===== src/rtl/mult_div_pkg.sv =====
// Shared encodings for the HI/LO multiply/divide unit: operation codes
// and the sequencer states.
package mult_div_pkg;

  localparam logic [1:0] OP_MULT  = 2'b00;
  localparam logic [1:0] OP_MULTU = 2'b01;
  localparam logic [1:0] OP_DIV   = 2'b10;
  localparam logic [1:0] OP_DIVU  = 2'b11;

  localparam logic [1:0] ST_IDLE = 2'd0;
  localparam logic [1:0] ST_RUN  = 2'd1;
  localparam logic [1:0] ST_FIX  = 2'd2;

endpackage


===== src/rtl/mult_div_unit.sv =====
// Iterative radix-2 multiply/divide unit for the HI/LO registers. Works on
// operand magnitudes one bit per cycle, then applies signs in a fix-up cycle.
module mult_div_unit
  import mult_div_pkg::*;
#(
  parameter int WIDTH = 32
) (
  input  logic             clk,
  input  logic             reset,
  input  logic             start,
  input  logic             cancel,
  input  logic [1:0]       op,
  input  logic [WIDTH-1:0] a,
  input  logic [WIDTH-1:0] b,
  output logic             busy,
  output logic             done,
  output logic             div_zero,
  output logic [WIDTH-1:0] hi,
  output logic [WIDTH-1:0] lo
);

  localparam int CNT_W = $clog2(WIDTH + 1);
  localparam logic [CNT_W-1:0] LAST_ITER = CNT_W'(WIDTH - 1);

  function automatic logic [WIDTH-1:0] magnitude(input logic [WIDTH-1:0] v,
                                                 input logic is_signed);
    return (is_signed && v[WIDTH-1]) ? -v : v;
  endfunction

  logic [1:0]         state_q, state_d;
  logic [1:0]         op_q, op_d;
  logic [WIDTH-1:0]   opb_q, opb_d;
  logic [2*WIDTH-1:0] acc_q, acc_d;
  logic [WIDTH-1:0]   rem_q, rem_d;
  logic [CNT_W-1:0]   cnt_q, cnt_d;
  logic               neg_lo_q, neg_lo_d;
  logic               neg_hi_q, neg_hi_d;
  logic               dz_q, dz_d;
  logic               done_q, done_d;
  logic               div_zero_q, div_zero_d;
  logic [WIDTH-1:0]   hi_q, hi_d;
  logic [WIDTH-1:0]   lo_q, lo_d;

  logic [WIDTH-1:0]   a_mag, b_mag;
  logic [WIDTH:0]     mul_sum;
  logic [WIDTH:0]     div_shift, div_diff;
  logic [2*WIDTH-1:0] prod;
  logic [WIDTH-1:0]   fix_hi, fix_lo;

  assign a_mag = magnitude(a, ~op[0]);
  assign b_mag = magnitude(b, ~op[0]);

  // Multiply keeps the multiplier in acc low half; divide keeps the dividend
  // there and shifts quotient bits in behind it.
  assign mul_sum   = {1'b0, acc_q[2*WIDTH-1:WIDTH]}
                   + {1'b0, (acc_q[0] ? opb_q : {WIDTH{1'b0}})};
  assign div_shift = {rem_q, acc_q[WIDTH-1]};
  assign div_diff  = div_shift - {1'b0, opb_q};

  assign prod   = neg_lo_q ? -acc_q : acc_q;
  assign fix_lo = op_q[1] ? (neg_lo_q ? -acc_q[WIDTH-1:0] : acc_q[WIDTH-1:0])
                          : prod[WIDTH-1:0];
  assign fix_hi = op_q[1] ? (neg_hi_q ? -rem_q : rem_q)
                          : prod[2*WIDTH-1:WIDTH];

  always_comb begin
    state_d    = state_q;
    op_d       = op_q;
    opb_d      = opb_q;
    acc_d      = acc_q;
    rem_d      = rem_q;
    cnt_d      = cnt_q;
    neg_lo_d   = neg_lo_q;
    neg_hi_d   = neg_hi_q;
    dz_d       = dz_q;
    done_d     = 1'b0;
    div_zero_d = div_zero_q;
    hi_d       = hi_q;
    lo_d       = lo_q;
    case (state_q)
      ST_IDLE: begin
        if (start && !cancel) begin
          op_d       = op;
          opb_d      = op[1] ? b_mag : a_mag;
          acc_d      = {{WIDTH{1'b0}}, (op[1] ? a_mag : b_mag)};
          rem_d      = '0;
          cnt_d      = '0;
          neg_lo_d   = ~op[0] & (a[WIDTH-1] ^ b[WIDTH-1]);
          neg_hi_d   = op[1] & ~op[0] & a[WIDTH-1];
          dz_d       = op[1] && (b == '0);
          div_zero_d = 1'b0;
          state_d    = (op[1] && (b == '0)) ? ST_FIX : ST_RUN;
        end
      end
      ST_RUN: begin
        if (cancel) begin
          state_d = ST_IDLE;
        end else begin
          cnt_d = cnt_q + CNT_W'(1);
          if (op_q[1]) begin
            if (!div_diff[WIDTH]) begin
              rem_d = div_diff[WIDTH-1:0];
              acc_d = {acc_q[2*WIDTH-1:WIDTH], acc_q[WIDTH-2:0], 1'b1};
            end else begin
              rem_d = div_shift[WIDTH-1:0];
              acc_d = {acc_q[2*WIDTH-1:WIDTH], acc_q[WIDTH-2:0], 1'b0};
            end
          end else begin
            acc_d = {mul_sum, acc_q[WIDTH-1:1]};
          end
          if (cnt_q == LAST_ITER) state_d = ST_FIX;
        end
      end
      ST_FIX: begin
        state_d = ST_IDLE;
        if (!cancel) begin
          done_d = 1'b1;
          if (dz_q) begin
            div_zero_d = 1'b1;
          end else begin
            hi_d = fix_hi;
            lo_d = fix_lo;
          end
        end
      end
      default: state_d = ST_IDLE;
    endcase
  end

  always_ff @(posedge clk or negedge reset) begin
    if (!reset) begin
      state_q    <= ST_IDLE;
      op_q       <= '0;
      opb_q      <= '0;
      acc_q      <= '0;
      rem_q      <= '0;
      cnt_q      <= '0;
      neg_lo_q   <= 1'b0;
      neg_hi_q   <= 1'b0;
      dz_q       <= 1'b0;
      done_q     <= 1'b0;
      div_zero_q <= 1'b0;
      hi_q       <= '0;
      lo_q       <= '0;
    end else begin
      state_q    <= state_d;
      op_q       <= op_d;
      opb_q      <= opb_d;
      acc_q      <= acc_d;
      rem_q      <= rem_d;
      cnt_q      <= cnt_d;
      neg_lo_q   <= neg_lo_d;
      neg_hi_q   <= neg_hi_d;
      dz_q       <= dz_d;
      done_q     <= done_d;
      div_zero_q <= div_zero_d;
      hi_q       <= hi_d;
      lo_q       <= lo_d;
    end
  end

  assign busy     = (state_q != ST_IDLE);
  assign done     = done_q;
  assign div_zero = div_zero_q;
  assign hi       = hi_q;
  assign lo       = lo_q;

endmodule

===== config.mk =====
export PLATFORM = sky130hd
export DESIGN_NAME = mult_div_unit
export DESIGN_NICKNAME = d
export VERILOG_FILES = /design/src/rtl/mult_div_pkg.sv /design/src/rtl/mult_div_unit.sv
export SDC_FILE = /design/constraint.sdc
export NUM_CORES = 1
export LEC_CHECK = 0
export ABC_CLOCK_PERIOD_IN_PS = 4100
export CORE_MARGIN = 5
export CORE_UTILIZATION = 34
export CTS_CLUSTER_DIAMETER = 80
export DETAILED_ROUTE_END_ITERATION = 7
export SLEW_MARGIN = 10
export SYNTH_ARGS = -nofsm -noshare
export SYNTH_HDL_FRONTEND = slang
export SYNTH_SLANG_ARGS = --single-unit

===== constraint.sdc =====
create_clock -name clk -period 4.1 [get_ports clk]
set_input_delay 0.615 -clock clk [delete_from_list [all_inputs] [get_ports clk]]
set_output_delay 0.615 -clock clk [all_outputs]
set_load 0.01 [all_outputs]

Figure 1. Signal wires on met1 (run 1).
The bar under the picture is 50 µm long. Supply wires on this layer in gray.
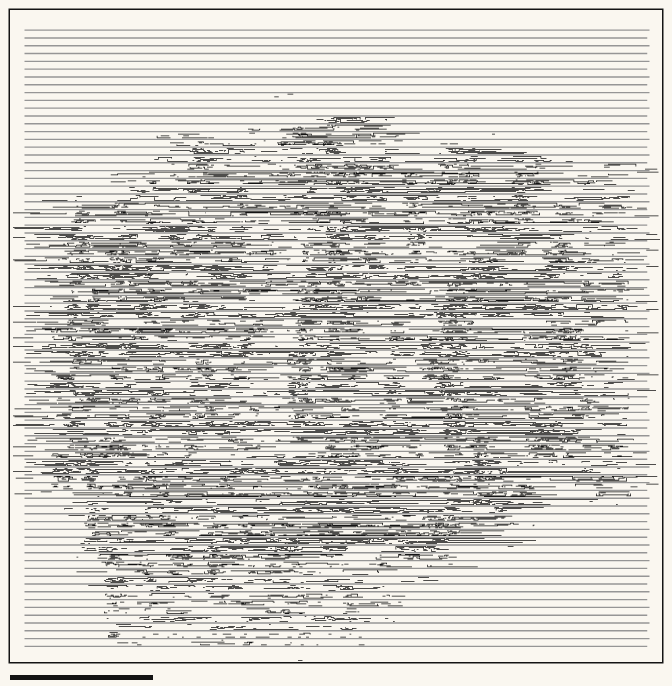
wire length on this layer: 24.4 mm
longest straight run: 63.9 µm
Vias: 15200
GR Layer Usage met1: 29.0%
Routed WL: 51700 µm

Figure 2. The metal 2 layer (run 1).
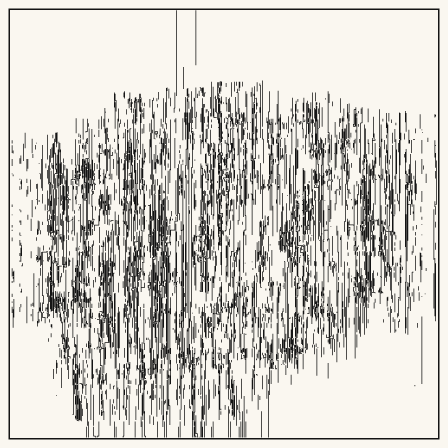
main direction: vertical
wire length on this layer: 22.9 mm
met2 global-route usage: 31.5%

Figure 3. M3 wires (run 1).
The bar under the picture is 50 µm long. Cells faint in the background.
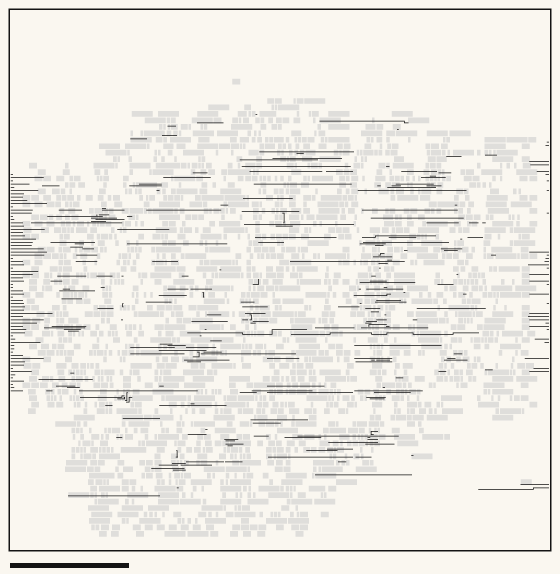
longest straight run: 49.7 µm
nets with wire on the layer: 256
share of all routed wire: 6.4%
main direction: horizontal
wire length on this layer: 3310 µm
met3 Usage GRT: 2.48%

[run 1: state kept, by name, summed over array words and instances, names as in the netlist]
| name | count |
|---|---|
| acc_q | 64 |
| hi | 32 |
| lo | 32 |
| opb_q | 32 |
| rem_q | 32 |
| cnt_q | 6 |
| state_q | 2 |
| div_zero | 1 |
| done | 1 |
| dz_q | 1 |
| neg_hi_q | 1 |
| neg_lo_q | 1 |
| op_q | 1 |
[run 1: cell usage after synthesis, types with 4 or more instances]
| master | count | area share, % |
|---|---|---|
| nand2_1 | 259 | 6.1 |
| dfrtp_1 | 206 | 32 |
| o21ai_0 | 187 | 5.8 |
| nor2_1 | 168 | 3.9 |
| a21oi_1 | 155 | 4.8 |
| xor2_1 | 110 | 6.0 |
| clkbuf_1 | 99 | 2.3 |
| xnor2_1 | 88 | 4.8 |
| ha_1 | 69 | 5.4 |
| mux2i_1 | 61 | 3.8 |
| inv_1 | 60 | 1.4 |
| o21ai_1 | 59 | 1.8 |
| o31ai_1 | 38 | 1.8 |
| nor3_1 | 32 | 1.0 |
| or3_1 | 27 | 1.1 |
| a21o_1 | 25 | 1.2 |
| nand3_1 | 24 | 0.75 |
| o211ai_1 | 23 | 1.1 |
| a211oi_1 | 18 | 0.84 |
| nor2b_1 | 18 | 0.70 |
| o41ai_1 | 18 | 0.98 |
| nand2b_1 | 17 | 0.66 |
| nand4_1 | 14 | 0.55 |
| nor4_1 | 14 | 0.55 |
| or4_1 | 13 | 0.61 |
| o21a_1 | 12 | 0.56 |
| o221ai_1 | 11 | 0.60 |
| a31oi_1 | 10 | 0.39 |
| and3_1 | 10 | 0.39 |
| mux2_2 | 10 | 0.70 |
| and2_1 | 9 | 0.35 |
| or2_2 | 9 | 0.35 |
| o21bai_1 | 8 | 0.37 |
| a32o_1 | 7 | 0.44 |
| a22o_1 | 6 | 0.33 |
| nor3b_1 | 6 | 0.28 |
| o22a_1 | 6 | 0.33 |
| a211o_1 | 5 | 0.27 |
| buf_1 | 5 | 0.12 |
| nor4b_1 | 5 | 0.27 |
| a2bb2oi_1 | 4 | 0.22 |
| nor4_2 | 4 | 0.31 |
[run 1: area by class of cell]
class | count | share of cell area, %
flip-flops and latches | 206 | 27.0
repair buffers | 186 | 9.20
inverters | 60 | 1.18
clock buffers | 36 | 3.97
well taps | 607 | 3.97
multi-input cells | 1618 | 53.9
clock inverters | 9 | 0.824
[run 1: power breakdown]
part / leakage [nW] / internal [mW] / switching, mW / total (mW)
Combinational: 5.04 / 1.96 / 2.47 / 4.43
Clock: 0.443 / 1.54 / 0.923 / 2.46
Sequential: 2.65 / 2.63 / 0.672 / 3.31
[run 1: logic make-up (layout without fill, tap and decap cells)]
family          after synthesis  in the layout  share of synthesized area, %
simple gates                650            650                          18.9
compound gates              627            627                          24.0
flops                       206            206                          32.1
xor+xnor                    199            199                          10.9
buf+inv                     169            291                          4.02
fa+ha+maj                    71             71                          5.62
mux                          71             71                          4.50
[run 1: worst register-to-register path: cells and delay by family (launching register included)]
family	cells	cell delay [ns]
simple gates	1	0.08
buf+inv	3	0.63
compound gates	9	2.10
fa+ha+maj	1	0.36
flops	1	0.45
==> flow_summary.yaml, run 1 <==
# synthesis and place-and-route metrics
synthesis:
  syn_inst: 1993
  yosysCellCount: 1993
  syn_area_um2: 16100
  syn_area_per_cell_um2: 8.06
  synth-edff-count: 0
  ys_ff: 206
final_timing:
  setup_viol: 0
  tightestPinTransition_ns: 0.987
  finalSetupTns_ns: 0
  fmax_ghz: 0.268
  finalClockPeriodUsage_pct: 91.1
  min_period_ns: 3.74
  maxSlewViolCount: 0
  setup_ws_ns: 0.364
  fin_skew_ns: 0.0160
  hold-worst-slack_ns: 0.109
  finalHoldViolations: 0
  relSlewSlack_pct: 34.2
job:
  warnings: 26
global_routing:
  grt_use_total_pct: 19.7
  grt_pass1_wl_um: 82600
  grt-busiest-layer: "met2"
  grt_max_degree: 93
  grt-ovfl-total: 0
  grt_pass1_vias: 14700
critical_path:
  worstPathArrival_ns: 4.17
  crit_type: "reg2reg"
  slowest_delay_ns: 0.45
  cp_cell_sequence: "inv_1 > buf_4 > buf_4 > nor2_1 > ha_1 > a21o_1 > a21o_1 > a41o_1 > a21oi_1 > a31oi_1 > o31a_1 > a211o_1 > a211o_1 > a32o_1"
  cp.depth: 14
  crit_family: "AND-OR/OR-AND gates"
  critical_path.max_fanout: 20
  rrSetupSlack_ns: 0.36
  slowest_stage: "dfrtp_1"
  path_buffers: 3
  crit_start: "acc_q[0]"
  worstRegToRegCells: 14
power_and_ir_drop:
  p_leak_nw: 8.13
  power.density_cell_area_nw_per_um2: 533
layout:
  layout_top_cells: "259 x nand2_1, 204 x dfrtp_1, 187 x o21ai_0"
  final_core_util_pct: 41.0
  area_growth_pct: 19.1
  ff_latch_area_um2: 5160
  design_area_um2: 19100
  mi_logic_area_um2: 10300
  drive_gt1_share_pct: 6.67
  diodes: 0
die:
  fp_util_pct: 34.4
  die-area_um2: 51700
  fp.dieH_um: 227
  rows: 79
  io_pins: 137
  die_w_um: 227
status:
  status: "finished, final reports clean"
clock_network:
  cts_tree: "built"
  clockRootBuffer: "clkbuf_16"
  clk_path_buf_depth: 3
  insertion_delay_ns: 0.55
  cts_hold_buf: 0
  cts_repair_resize_count: 0
  htreeDepth: 1
  cts_sinks: 206
route:
  routed-wl-met2_um: 22900
  drt-met1-wl_um: 24400
  ant_nets: 0
  wl_met3_um: 3310
  vias_per_cell: 5.59
  top_layer: "met5"
place:
  routabilityCongestion: 0.933
  place_ws_ns: 0.354
  dp_cells: 2677
  io_buffers: 136
  dp_hpwl_um: 40300
## Run 2: what changed since run 1
- CORE_ASPECT_RATIO: not set -> 1.4
Figure 4. The metal 4 layer (run 2).
Supply wires on this layer in gray.
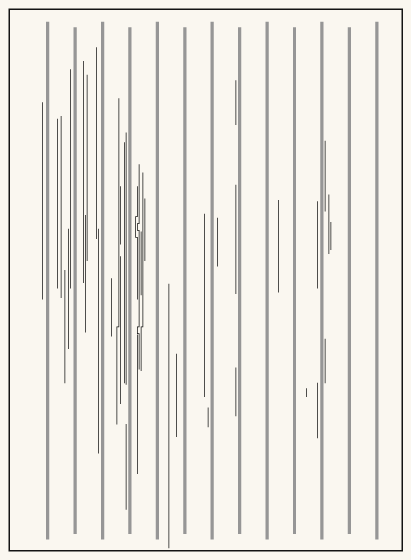
longest straight run: 131 µm
nets with wire on the layer: 36
main direction: vertical
wire length on this layer: 2540 µm
Vias: 15200
Routed WL: 56700 µm

Figure 5. The metal 2 layer (run 2).
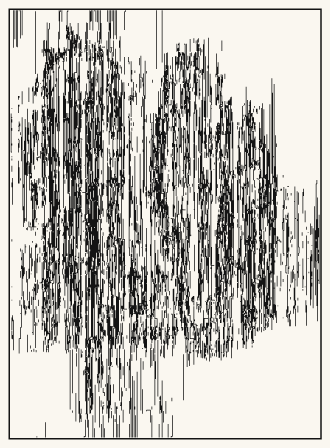
longest straight run: 93.8 µm
share of all routed wire: 53%
main direction: vertical
met2 global-route usage: 40.0%

==> run 2 against run 1 <==
Compared with the run above:
- die area up 0.12%
- clock power down 2%
- global-route usage up 1.4 points
- non-clock buffer count up 2
- routed wire length up 9.6%
- largest power group unchanged
- via count down 0.18%
- design area about the same
- area after synthesis unchanged
- cell count up 0.62%
- synthesized cell count unchanged
==> flow_summary.yaml, run 2 <==
# synthesis and place-and-route metrics
route:
  ant_nets: 0
  vias_per_cell: 5.54
global_routing:
  grt_max_degree: 99
  grt_use_total_pct: 21.0
  grt_pass1_wl_um: 87000
  grt_pass1_vias: 14900
  grt-ovfl-total: 0
synthesis:
  synth.distinct_cells: 80
  synth.area.top_cells: "dfrtp_1 32%, nand2_1 6.1%, xor2_1 6.0%"
  synth-edff-count: 0
  ys_ff: 206
  synth_top_cell_by_count: "nand2_1"
  yosys-top-cells-count: "259 x nand2_1, 206 x dfrtp_1, 187 x o21ai_0, 168 x nor2_1, 155 x a21oi_1"
  syn_inst: 1993
  yosysCellCount: 1993
  yosysTopAreaCell: "dfrtp_1"
final_timing:
  finalSetupTns_ns: 0
  relSlewSlack_pct: 25.7
  finalClockPeriodUsage_pct: 90.9
  setup_ws_ns: 0.375
  maxSlewViolCount: 0
  tightestPinTransition_ns: 1.11
  hold-worst-slack_ns: 0.112
  setup_viol: 0
  fmax_ghz: 0.268
  fin_skew_ns: 0.0131
  min_period_ns: 3.73
place:
  place_ws_ns: 0.203
  io_buffers: 136
  dp_hpwl_um: 44800
  routabilityCongestion: 0.906
layout:
  layout.nets: 2239
  diodes: 0
  area_growth_pct: 19.2
  final_core_util_pct: 40.8
  drive_gt1_share_pct: 6.67
  largest_reg_flops: 64
  largest-register: "acc_q"
clock_network:
  cts_tree: "built"
  clockRootBuffer: "clkbuf_16"
  cts_repair_resize_count: 0
  htreeDepth: 1
  insertion_delay_ns: 0.54
power_and_ir_drop:
  p_leak_nw: 8.12
  power.density_cell_area_nw_per_um2: 540
critical_path:
  worstPathArrival_ns: 4.14
  path_common_cell: "a211o_1"
  cp_cell_sequence: "and2_1 > ha_1 > inv_1 > fa_1 > nor2b_1 > o31ai_2 > a211oi_1 > o41ai_2 > a31oi_1 > o31a_1 > a211o_1 > a211o_1 > a32o_1"
  critical_path.max_fanout: 6
  slowest_stage: "o41ai_2"
  crit_type: "reg2reg"
  slowest_delay_ns: 0.46
die:
  die-area_um2: 51700
  io_pins: 137
  fp.dieH_um: 267
  fp_util_pct: 34.2
status:
  status: "finished, final reports clean"
job:
  warnings: 26
## run 2: worst paths after layout
kind                              to  slack, ns  startpoint  cells past startpoint
min                           lo[29]       0.11       reset                      1
min in group clk              hi[15]       0.48      hi[15]                      2
min reg2reg                   hi[15]       0.48      hi[15]                      2
max reg2reg                acc_q[61]       0.37    opb_q[0]                     13
max in group asynchronous     hi[18]       2.90       reset                      2
max                        acc_q[61]       0.37    opb_q[0]                     13
## run 2: worst max-delay path, delay by kind of cell, from the launching register on
family	cells	cell delay (ns)
AND/OR/NAND/NOR	2	0.24
AND-OR/OR-AND	8	2.50
flip-flops	1	0.40
adder cells (fa/ha/maj)	2	0.40
buffers and inverters	1	0.08
## run 2: kinds of logic (layout without fill, tap and decap cells)
kind of cell | after synthesis | count (layout) | share of synthesized area, %
adders and majority gates | 71 | 71 | 5.62
buffers and inverters | 169 | 291 | 4.02
AOI/OAI and AO/OA | 627 | 627 | 24.0
muxes | 71 | 71 | 4.50
and+or+nand+nor | 650 | 650 | 18.9
xor gates and xnor gates | 199 | 199 | 10.9
DFF | 206 | 206 | 32.1
## run 2: area by class of cell
class                           count  area (µm²)  area share [%]
Sequential cell                   206        5160            27.0
Inverter                           60         225            1.18
Multi-Input combinational cell   1618       10300            53.8
Timing Repair Buffer              188        1790            9.34
Clock inverter                     11         191            1.00
Tap cell                          624         781            4.08
Clock buffer                       32         692            3.62
## run 2: through the flow
step | area (µm²) | cells
final | 19100 | 2739
after global routing | 19100 | 2739
after CTS | 19100 | 2739
after detailed placement | 18300 | 2696
after global placement | 18300 | 2696
after floorplan | 16100 | 1993
## run 2: layer usage
metal,GRT usage [%],wire [µm],up-vias
met5,0,0,-
met4,8.77,2540,0
met3,2.03,2240,90
met2,40.0,29800,419
met1,23.9,22100,7317
li1,-,-,7352
## run 2: power breakdown
group	total (mW)	internal, mW	switching [mW]
clock	2.42	1.50	0.922
sequential	3.28	2.63	0.643
combinational	4.64	2.00	2.64
## Run 3: what changed since run 2
- ABC_AREA: not set -> 0
- GPL_TIMING_DRIVEN: not set -> 0
==> run 3 against run 2 <==
Compared with the run above:
- first-iteration DRC count increased by 8.9%
- largest cell class unchanged
- combinational power is essentially flat
- highest routed layer unchanged
- design area is 0.50% higher
- cell count increased by 2.4%
- worst setup slack got worse by 0.12 ns
- area after synthesis stayed put
==> flow_summary.yaml, run 3 <==
# synthesis and place-and-route metrics
synthesis:
  yosys-top-cells-count: "259 x nand2_1, 206 x dfrtp_1, 187 x o21ai_0, 168 x nor2_1, 155 x a21oi_1"
  yosysTopAreaCell: "dfrtp_1"
  ys_ff: 206
  yosysCellCount: 1993
  syn_area_per_cell_um2: 8.06
  synth.distinct_cells: 80
  synth_top_cell_by_count: "nand2_1"
final_timing:
  min_period_ns: 3.85
  hold-worst-slack_ns: 0.104
  fmax_ghz: 0.260
  setup_viol: 0
  setup_ws_ns: 0.252
  finalClockPeriodUsage_pct: 93.8
  relSlewSlack_pct: 44.7
place:
  place_ws_ns: -0.0976
  dp_hpwl_um: 49000
  io_buffers: 134
  dpl_cell_area_um2: 18300
die:
  fp.dieH_um: 267
  fp_util_pct: 34.2
  rows: 94
  die_w_um: 194
power_and_ir_drop:
  p_clk_share_pct: 23.9
  p_leak_nw: 8.07
  swShare_pct: 42.1
  pwr-share-comb_pct: 44.5
status:
  status: "finished, final reports clean"
job:
  warnings: 32
layout:
  largest_reg_flops: 64
  design_area_um2: 19200
  drive_gt1_share_pct: 4.68
  area_growth_pct: 19.7
  largest-register: "acc_q"
  ff_latch_area_um2: 5150
critical_path:
  slowest_delay_ns: 0.54
  crit_type: "reg2reg"
  rrSetupSlack_ns: 0.25
  worstPathArrival_ns: 4.30
clock_network:
  cts_sinks: 206
  cts_tree: "built"
  clockRootBuffer: "clkbuf_16"
  clk_path_buf_depth: 3
  cts_hold_buf: 0
global_routing:
  grt_pass1_wl_um: 93200
  grt_use_total_pct: 22.7
route:
  ant_nets: 0
## run 3: cell counts after synthesis
No cell type changed its count.
## run 3: per-stage QoR
stage                     power [mW]  util [%]  TNS [ns]  instances
after floorplan                 5.91         -         0       1993
after detailed placement        7.93      38.9    -0.100       2754
after global routing            11.1      41.0         0       2805
after CTS                       10.5      40.9         0       2802
final                           10.4      41.0         0       2806
after global placement          7.84      38.7  -1349.35       2751
## run 3: critical path: cells and delay by family, from the launching register on
family,cells,cell delay [ns]
buffers and inverters,2,0.41
DFF,1,0.54
and+or+nand+nor,1,0.30
AOI/OAI and AO/OA,9,2.10
adders and majority gates,1,0.38
## run 3: area by class of cell
cell class | count | area share (%)
inverter | 60 | 1.17
buffer | 109 | 2.19
multi-input combinational | 1618 | 53.5
sequential | 206 | 26.8
clock buffer | 32 | 3.71
antenna | 1 | 0.0130
clock inverter | 16 | 1.13
timing repair buffer | 140 | 7.44
tap | 624 | 4.06
## run 3: power groups by stage
| stage | Sequential (mW) | Clock, mW | Combinational [mW] |
|---|---|---|---|
| floorplan | 3.22 | 0 | 2.69 |
| global placement | 3.32 | 0 | 4.52 |
| global route | 3.37 | 2.62 | 5.06 |
| detailed placement | 3.33 | 0 | 4.60 |
| CTS | 3.29 | 2.53 | 4.63 |
| finish | 3.30 | 2.49 | 4.64 |
## run 3: path summary, 6_finish.rpt
kind                           from   endpoint  cells after the start
setup reg to reg           acc_q[0]  acc_q[61]                     13
max in group asynchronous     reset     hi[11]                      3
hold / removal                reset     lo[17]                      2
hold reg to reg              hi[17]     hi[17]                      2
setup / recovery           acc_q[0]  acc_q[61]                     13
min in group clk             hi[17]     hi[17]                      2
## run 3: cells by family after synthesis
kind of cell	synth area share, %
AND-OR/OR-AND	24.0
XOR/XNOR	10.9
adder cells (fa/ha/maj)	5.62
buffers and inverters	4.02
flip-flops	32.1
multiplexers	4.50
AND/OR/NAND/NOR	18.9
## run 3: timing repair
| item | in CTS | in global routing |
|---|---|---|
| gates resized | 2 | 4 |
| setup buffers | 0 | 3 |
| setup endpoints to repair | 6 | 34 |
| pin swaps | 0 | 2 |
## run 3: routing by layer
metal | vias up | share of wire (%) | global-route usage, %
li1 | 7478 | - | -
met3 | 160 | 4.4 | 2.21
met4 | 0 | 7.5 | 14.8
met5 | - | 0 | 0
met2 | 519 | 49 | 40.2
met1 | 7632 | 39 | 26.2
Figure 6. Clock wiring as the flow saved it (run 3).
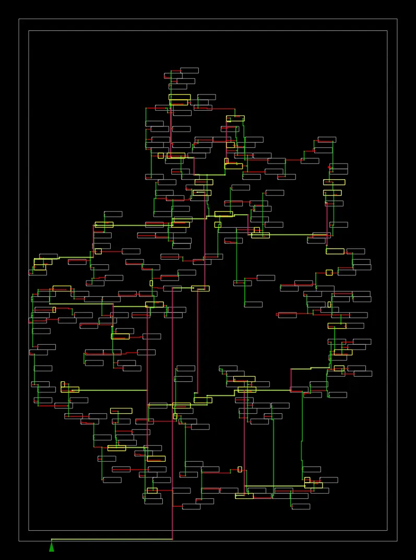
clk ins delay skew pair: 0.56 ns
Seq cells: 206

Figure 7. The metal 4 layer (run 3).
Supply wires on this layer in gray.
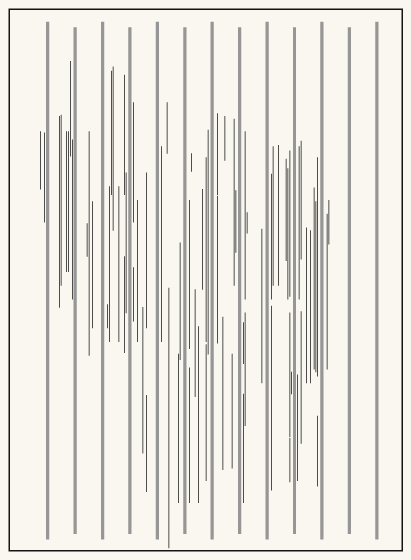
main direction: vertical
share of all routed wire: 7.5%
longest straight run: 129 µm
Routed WL: 61200 µm
Vias: 15800

Power is estimated from default activity; no workload was simulated.
